`src/rtl/bp_gshare.sv`:
```
// Gshare branch predictor: PC tag XOR speculative global history indexes a
// table of saturating counters; ROB commit trains the table and repairs history.
module bp_gshare #(
  parameter int IDX_W  = 8,
  parameter int CNT_W  = 2,
  parameter int HIST_W = 8,
  parameter int STAT_W = 32
) (
  input  logic              clk,
  input  logic              rst,
  input  logic              rdy,
  input  logic              in_fetcher_valid,
  input  logic [IDX_W-1:0]  in_fetcher_tag,
  output logic              out_fetcher_jump_res,
  output logic [HIST_W-1:0] out_fetcher_hist,
  input  logic              in_rob_bp_res,
  input  logic [IDX_W-1:0]  in_rob_tag,
  input  logic [HIST_W-1:0] in_rob_hist,
  input  logic              in_rob_jump_res,
  input  logic              in_rob_mispredict,
  output logic [STAT_W-1:0] out_branch_cnt,
  output logic [STAT_W-1:0] out_mispredict_cnt
);

  localparam int DEPTH = 1 << IDX_W;
  localparam logic [CNT_W-1:0] CNT_INIT = CNT_W'(1) << (CNT_W - 1);
  localparam logic [CNT_W-1:0] CNT_MAX  = {CNT_W{1'b1}};

  logic [CNT_W-1:0]  table_reg [DEPTH];
  logic [HIST_W-1:0] ghr_reg, ghr_next;
  logic [STAT_W-1:0] branch_cnt_reg, branch_cnt_next;
  logic [STAT_W-1:0] mispredict_cnt_reg, mispredict_cnt_next;

  logic [IDX_W-1:0]  pred_idx;
  logic [IDX_W-1:0]  train_idx;
  logic [CNT_W-1:0]  train_cnt;
  logic [CNT_W-1:0]  train_cnt_next;
  logic              train_en;
  logic              recover_en;
  logic [HIST_W-1:0] ghr_spec;
  logic [HIST_W-1:0] ghr_recover;

  assign pred_idx  = in_fetcher_tag ^ IDX_W'(ghr_reg);
  assign train_idx = in_rob_tag ^ IDX_W'(in_rob_hist);

  // Combinational read: the fetcher needs the prediction in the same cycle.
  assign out_fetcher_jump_res = table_reg[pred_idx][CNT_W-1];
  assign out_fetcher_hist     = ghr_reg;

  assign train_en   = in_rob_bp_res;
  assign recover_en = in_rob_bp_res && in_rob_mispredict;

  // Shifted history values; a 1-bit history simply holds the newest outcome.
  generate
    if (HIST_W == 1) begin : g_hist_one
      assign ghr_spec    = out_fetcher_jump_res;
      assign ghr_recover = in_rob_jump_res;
    end else begin : g_hist_shift
      assign ghr_spec    = {ghr_reg[HIST_W-2:0], out_fetcher_jump_res};
      assign ghr_recover = {in_rob_hist[HIST_W-2:0], in_rob_jump_res};
    end
  endgenerate

  always_comb begin
    train_cnt      = table_reg[train_idx];
    train_cnt_next = train_cnt;
    if (in_rob_jump_res) begin
      if (train_cnt != CNT_MAX) train_cnt_next = train_cnt + 1'b1;
    end else begin
      if (train_cnt != '0) train_cnt_next = train_cnt - 1'b1;
    end
  end

  // A mispredict flushes whatever was fetched alongside it, so recovery wins.
  always_comb begin
    ghr_next = ghr_reg;
    if (recover_en) begin
      ghr_next = ghr_recover;
    end else if (in_fetcher_valid) begin
      ghr_next = ghr_spec;
    end
  end

  always_comb begin
    branch_cnt_next     = branch_cnt_reg;
    mispredict_cnt_next = mispredict_cnt_reg;
    if (in_rob_bp_res) begin
      if (branch_cnt_reg != {STAT_W{1'b1}})
        branch_cnt_next = branch_cnt_reg + 1'b1;
      if (in_rob_mispredict && (mispredict_cnt_reg != {STAT_W{1'b1}}))
        mispredict_cnt_next = mispredict_cnt_reg + 1'b1;
    end
  end

  always_ff @(posedge clk) begin
    if (rst) begin
      for (int i = 0; i < DEPTH; i++) table_reg[i] <= CNT_INIT;
    end else if (rdy && train_en) begin
      table_reg[train_idx] <= train_cnt_next;
    end
  end

  always_ff @(posedge clk) begin
    if (rst) begin
      ghr_reg            <= '0;
      branch_cnt_reg     <= '0;
      mispredict_cnt_reg <= '0;
    end else if (rdy) begin
      ghr_reg            <= ghr_next;
      branch_cnt_reg     <= branch_cnt_next;
      mispredict_cnt_reg <= mispredict_cnt_next;
    end
  end

  assign out_branch_cnt     = branch_cnt_reg;
  assign out_mispredict_cnt = mispredict_cnt_reg;

endmodule

```
`config.mk`:
```
export PLATFORM = sky130hd
export DESIGN_NAME = bp_gshare
export DESIGN_NICKNAME = d
export VERILOG_FILES = /design/src/rtl/bp_gshare.sv
export SDC_FILE = /design/constraint.sdc
export NUM_CORES = 1
export LEC_CHECK = 0
export CORE_MARGIN = 5
export CORE_UTILIZATION = 47
export CTS_BUF_LIST = sky130_fd_sc_hd__clkbuf_8
export DETAILED_ROUTE_END_ITERATION = 16
export SLEW_MARGIN = 15
export SYNTH_ARGS = -nofsm -noshare
export SYNTH_HDL_FRONTEND = slang
export SYNTH_SLANG_ARGS = --single-unit
```
`constraint.sdc`:
```
create_clock -name clk -period 4.8 [get_ports clk]
set_input_delay 0.72 -clock clk [delete_from_list [all_inputs] [get_ports clk]]
set_output_delay 0.72 -clock clk [all_outputs]
set_load 0.01 [all_outputs]
```
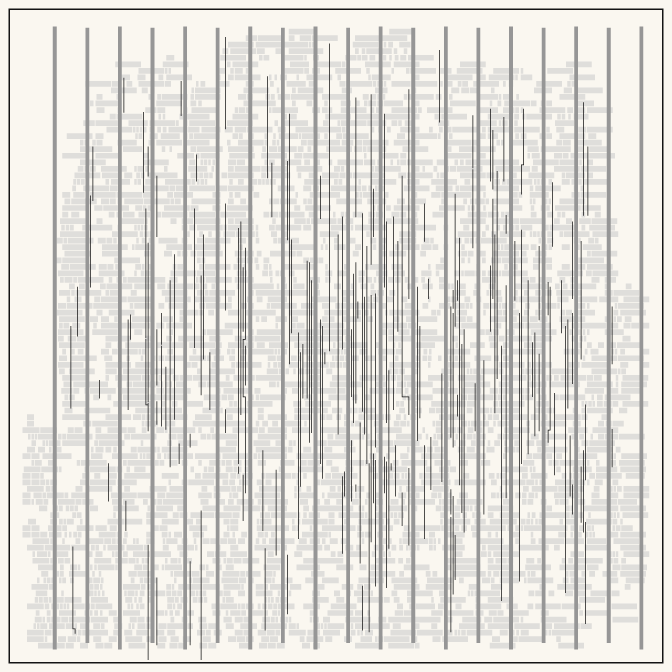
Figure 1: run 1, met4 routing.
Supply wires on this layer in grey.
main direction: vertical
wire length on this layer: 7000 microns
nets with wire on the layer: 112
longest straight run: 128 microns
drt total wl: 121 mm
detailed-route via count: 26400

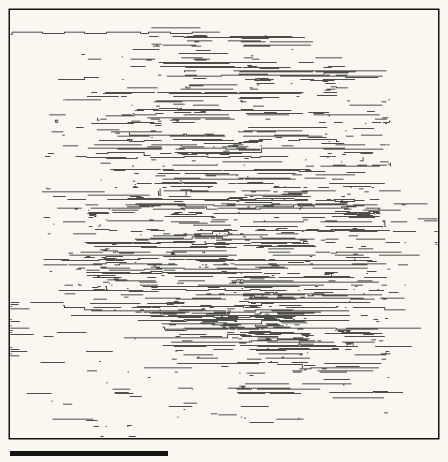
Figure 2: run 1, the metal 3 layer.
The bar under the picture is 100 microns long.
wire length on this layer: 14900 microns
longest straight run: 115 microns
main direction: horizontal
GR met3 Demand/Resource: 9.28%

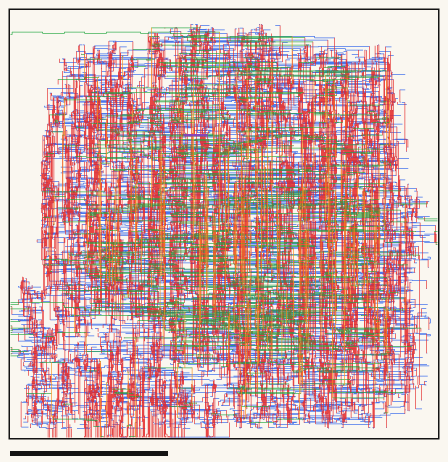
Figure 3: run 1, routed metal, one colour a layer.
The bar under the picture is 100 microns long.
legend:
  purple:
    layer: M5
    wire_length: 13.8 microns
  red:
    layer: M2
    wire_length: 54.2 mm
  orange:
    layer: M4
    wire_length: 7000 microns
  blue:
    layer: M1
    wire_length: 44.5 mm
  green:
    layer: M3
    wire_length: 14900 microns
total global-route track usage: 31.9%
wire length per cell: 30.0 microns

==> impl_metrics.tcl, run 1 <==
# yosys + openroad results
set metrics [dict create \
    outcome "complete, no violations" \
    die_x_microns 271 \
    intPower_w 0.00902 \
    grt_pass1_wl_mm 175 \
    die_h_microns 271 \
    nets 3085 \
    core_sq_um 67500 \
    fa_ha_area_share_pct 0.148 \
    p_comb_share_pct 24.8 \
    yosysMostFrequentCell "edfxtp_1" \
    crit_path_start "in_fetcher_tag[5]" \
    synthToLayoutAreaGrowth_pct 17.8 \
    place_hpwl_mm 81.6 \
    hold_depth 2 \
    die_area_sq_um 73700 \
    fmax_mhz 211 \
    syn-num-nets 2884 \
    yosys-top-cells-area "edfxtp_1, mux4_2, nor3_2" \
    insertion_delay_ps 720 \
    largest_reg_flops 512 \
]
-- run 1: per-stage QoR --
stage | setup TNS [ps] | worst slack, ps | hold slack, ps | cells | power, W
6_report | 0 | 55.4 | 508 | 4016 | 0.0135
5_1_grt | -5.82 | -5.82 | 503 | 4014 | 0.0139
4_1_cts | 0 | 64.9 | 455 | 4009 | 0.0134
3_5_place_dp | -220540 | -524 | 510 | 3819 | 0.00899
3_3_place_gp | -195230 | -451 | 487 | 3819 | 0.00896
2_1_floorplan | 0 | 844 | 511 | 2851 | 0.00768
-- run 1: layer usage --
metal / track usage, % / share of wire [%] / vias to the layer above
met5: 0 / 0.011 / -
met4: 14.9 / 5.8 / 2
met3: 9.28 / 12 / 368
met2: 49.2 / 45 / 1770
met1: 41.8 / 37 / 13100
li1: - / - / 11100
-- run 1: repair_timing --
item | in CTS | in global routing
pin swaps | 1 | 1
buffers inserted | 0 | 1
setup endpoints to repair | 1 | 1
cloned | 0 | 1
resized | 2 | 2
-- run 1: power by group through the flow --
stage          clock (W)  combinational, W  sequential, W
6_report         0.00449           0.00335        0.00565
5_1_grt          0.00480           0.00346        0.00565
4_1_cts          0.00455           0.00325        0.00565
3_5_place_dp           0           0.00324        0.00575
3_3_place_gp           0           0.00321        0.00575
2_1_floorplan          0           0.00194        0.00573
-- run 1: cell type report --
class | count | area [sq um] | area share (%)
timing repair buffer | 398 | 3850 | 10.2
clock inverter | 86 | 514 | 1.36
multi-input combinational | 1953 | 14100 | 37.2
tap | 873 | 1090 | 2.89
sequential | 584 | 16800 | 44.4
antenna | 5 | 12.5 | 0.0331
inverter | 13 | 48.8 | 0.129
clock buffer | 104 | 1430 | 3.78
Figure 4. Cell placement (run 1).
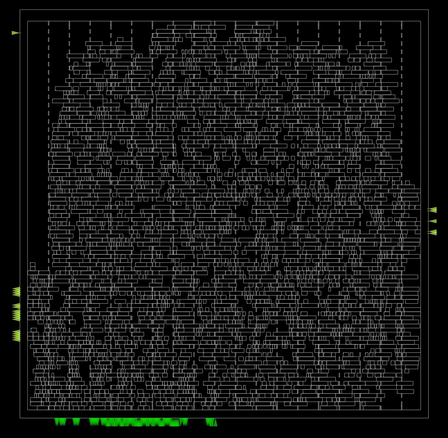

==> inputs of run 2 (changes only) <==
- ABC_AREA: default -> 1
- CORE_ASPECT_RATIO: default -> 1.25
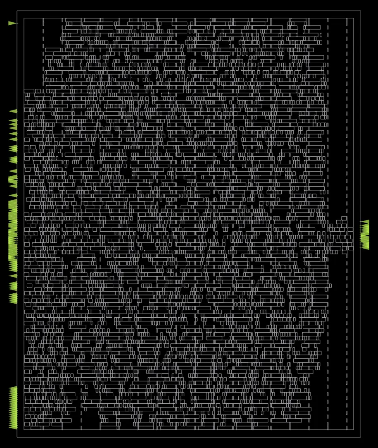
Figure 5: run 2, cell placement.
sequential cell count: 584
fillcell total: 6765
Finished Layout Cells: 5550

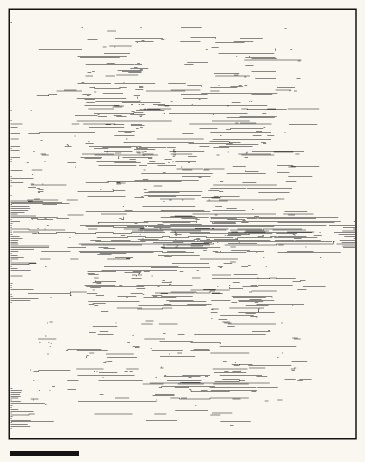
Figure 6: run 2, the metal 3 layer.
The bar under the picture is 50 microns long.
main direction: horizontal
wire length on this layer: 11200 microns
nets with wire on the layer: 417
longest straight run: 178 microns
share of all routed wire: 9.8%
detailed-route via count: 30900
GR met3 Demand/Resource: 6.05%
drt total wl: 115 mm

==> run 2 against run 1 <==
Effect of this change: critical path depth did not move; sequential share of layout area down 0.43 points; cell count grew 38%; synthesized area increased by 5.3%; clock power decreased by 3%; flip-flop count is the same.
==> impl_metrics.tcl, run 2 <==
# yosys + openroad results
set metrics [dict create \
    ctsResizeCount 0 \
    nets 4547 \
    synthCells 4466 \
    die_h_microns 310 \
    cts_setup_buffers 0 \
    dp.cells 5366 \
    grt_usage_pct 29.1 \
    grt_pass1_wl_mm 175 \
    yosysMostFrequentCell "nand2_1" \
    largest_reg_flops 512 \
    seq_area_sq_um 16800 \
    die_area_sq_um 77500 \
    power_top_consumer "sequential cells" \
    fa_ha_area_share_pct 0.0740 \
    dp_slack_ps 291 \
    die_x_microns 250 \
    synthToLayoutAreaGrowth_pct 12.9 \
    logic_area_sq_um 13200 \
    place_hpwl_mm 73.0 \
    power_w 0.0130 \
    path_class "reg2out" \
    seq_cell_power_w 0.00565 \
    yosys.area.top_type "edfxtp_1" \
    core_sq_um 71700 \
    comb_power_w 0.00298 \
    p_comb_share_pct 23.0 \
    pg_clk_w 0.00436 \
    intPower_w 0.00865 \
    leakagePower_nw 15.0 \
    fmax_mhz 217 \
    cp_max_fo 8 \
    timing.hold.ws_ps 492 \
    clock_power_share_pct 33.5 \
    yosys-top-cells-area "edfxtp_1, nand2_1, nand3_1" \
    setup_slack_ps 193 \
    hold_depth 2 \
    wire_per_inst_microns 20.7 \
    tns_ps 0 \
    outcome "complete, no violations" \
    insertion_delay_ps 740 \
]
[run 2: area by class of cell]
cell class	count	share of cell area, %
antenna	3	0.0196
timing repair buffer	242	7.07
sequential	584	44.0
clock buffer	112	4.03
inverter	640	6.33
clock inverter	69	0.868
multi-input combinational	2948	34.6
tap	952	3.12
[run 2: cells by family after synthesis]
| kind of cell | Yosys count |
|---|---|
| and+or+nand+nor | 2356 |
| adders and majority gates | 2 |
| buffers and inverters | 934 |
| DFF | 584 |
| xor gates and xnor gates | 35 |
| AOI/OAI and AO/OA | 555 |
[run 2: how the worst max path moves through the flow]
stage | cells after the start | to | startpoint
after floorplan | 14 | out_fetcher_jump_res | in_fetcher_tag[0]
final | 11 | out_fetcher_jump_res | out_fetcher_hist[1]
after global routing | 11 | out_fetcher_jump_res | out_fetcher_hist[1]
after global placement | 12 | out_fetcher_jump_res | in_fetcher_tag[1]
after CTS | 11 | out_fetcher_jump_res | out_fetcher_hist[1]
after detailed placement | 12 | out_fetcher_jump_res | in_fetcher_tag[1]
[run 2: metal layers]
layer,GRT usage [%],wire length (microns)
met1,36.8,44100
met2,48.4,54300
met3,6.05,11200
met4,13.4,5380
met5,0,21
[run 2: worst max-delay path, cell delays in order, from the launching register on]
cell             delay [ps]
dfxtp_1                 430
xnor2_2                 710
buf_4                   330
nand3_1                  90
nand3_1                 100
nand3_1                 120
nand3_1                 240
nand3_1                 180
nand3_1                 120
nand3_1                  90
nand2_1                 170
clkdlybuf4s50_1         570
Power figures rest on the tool's default switching activity, not on a simulated workload.
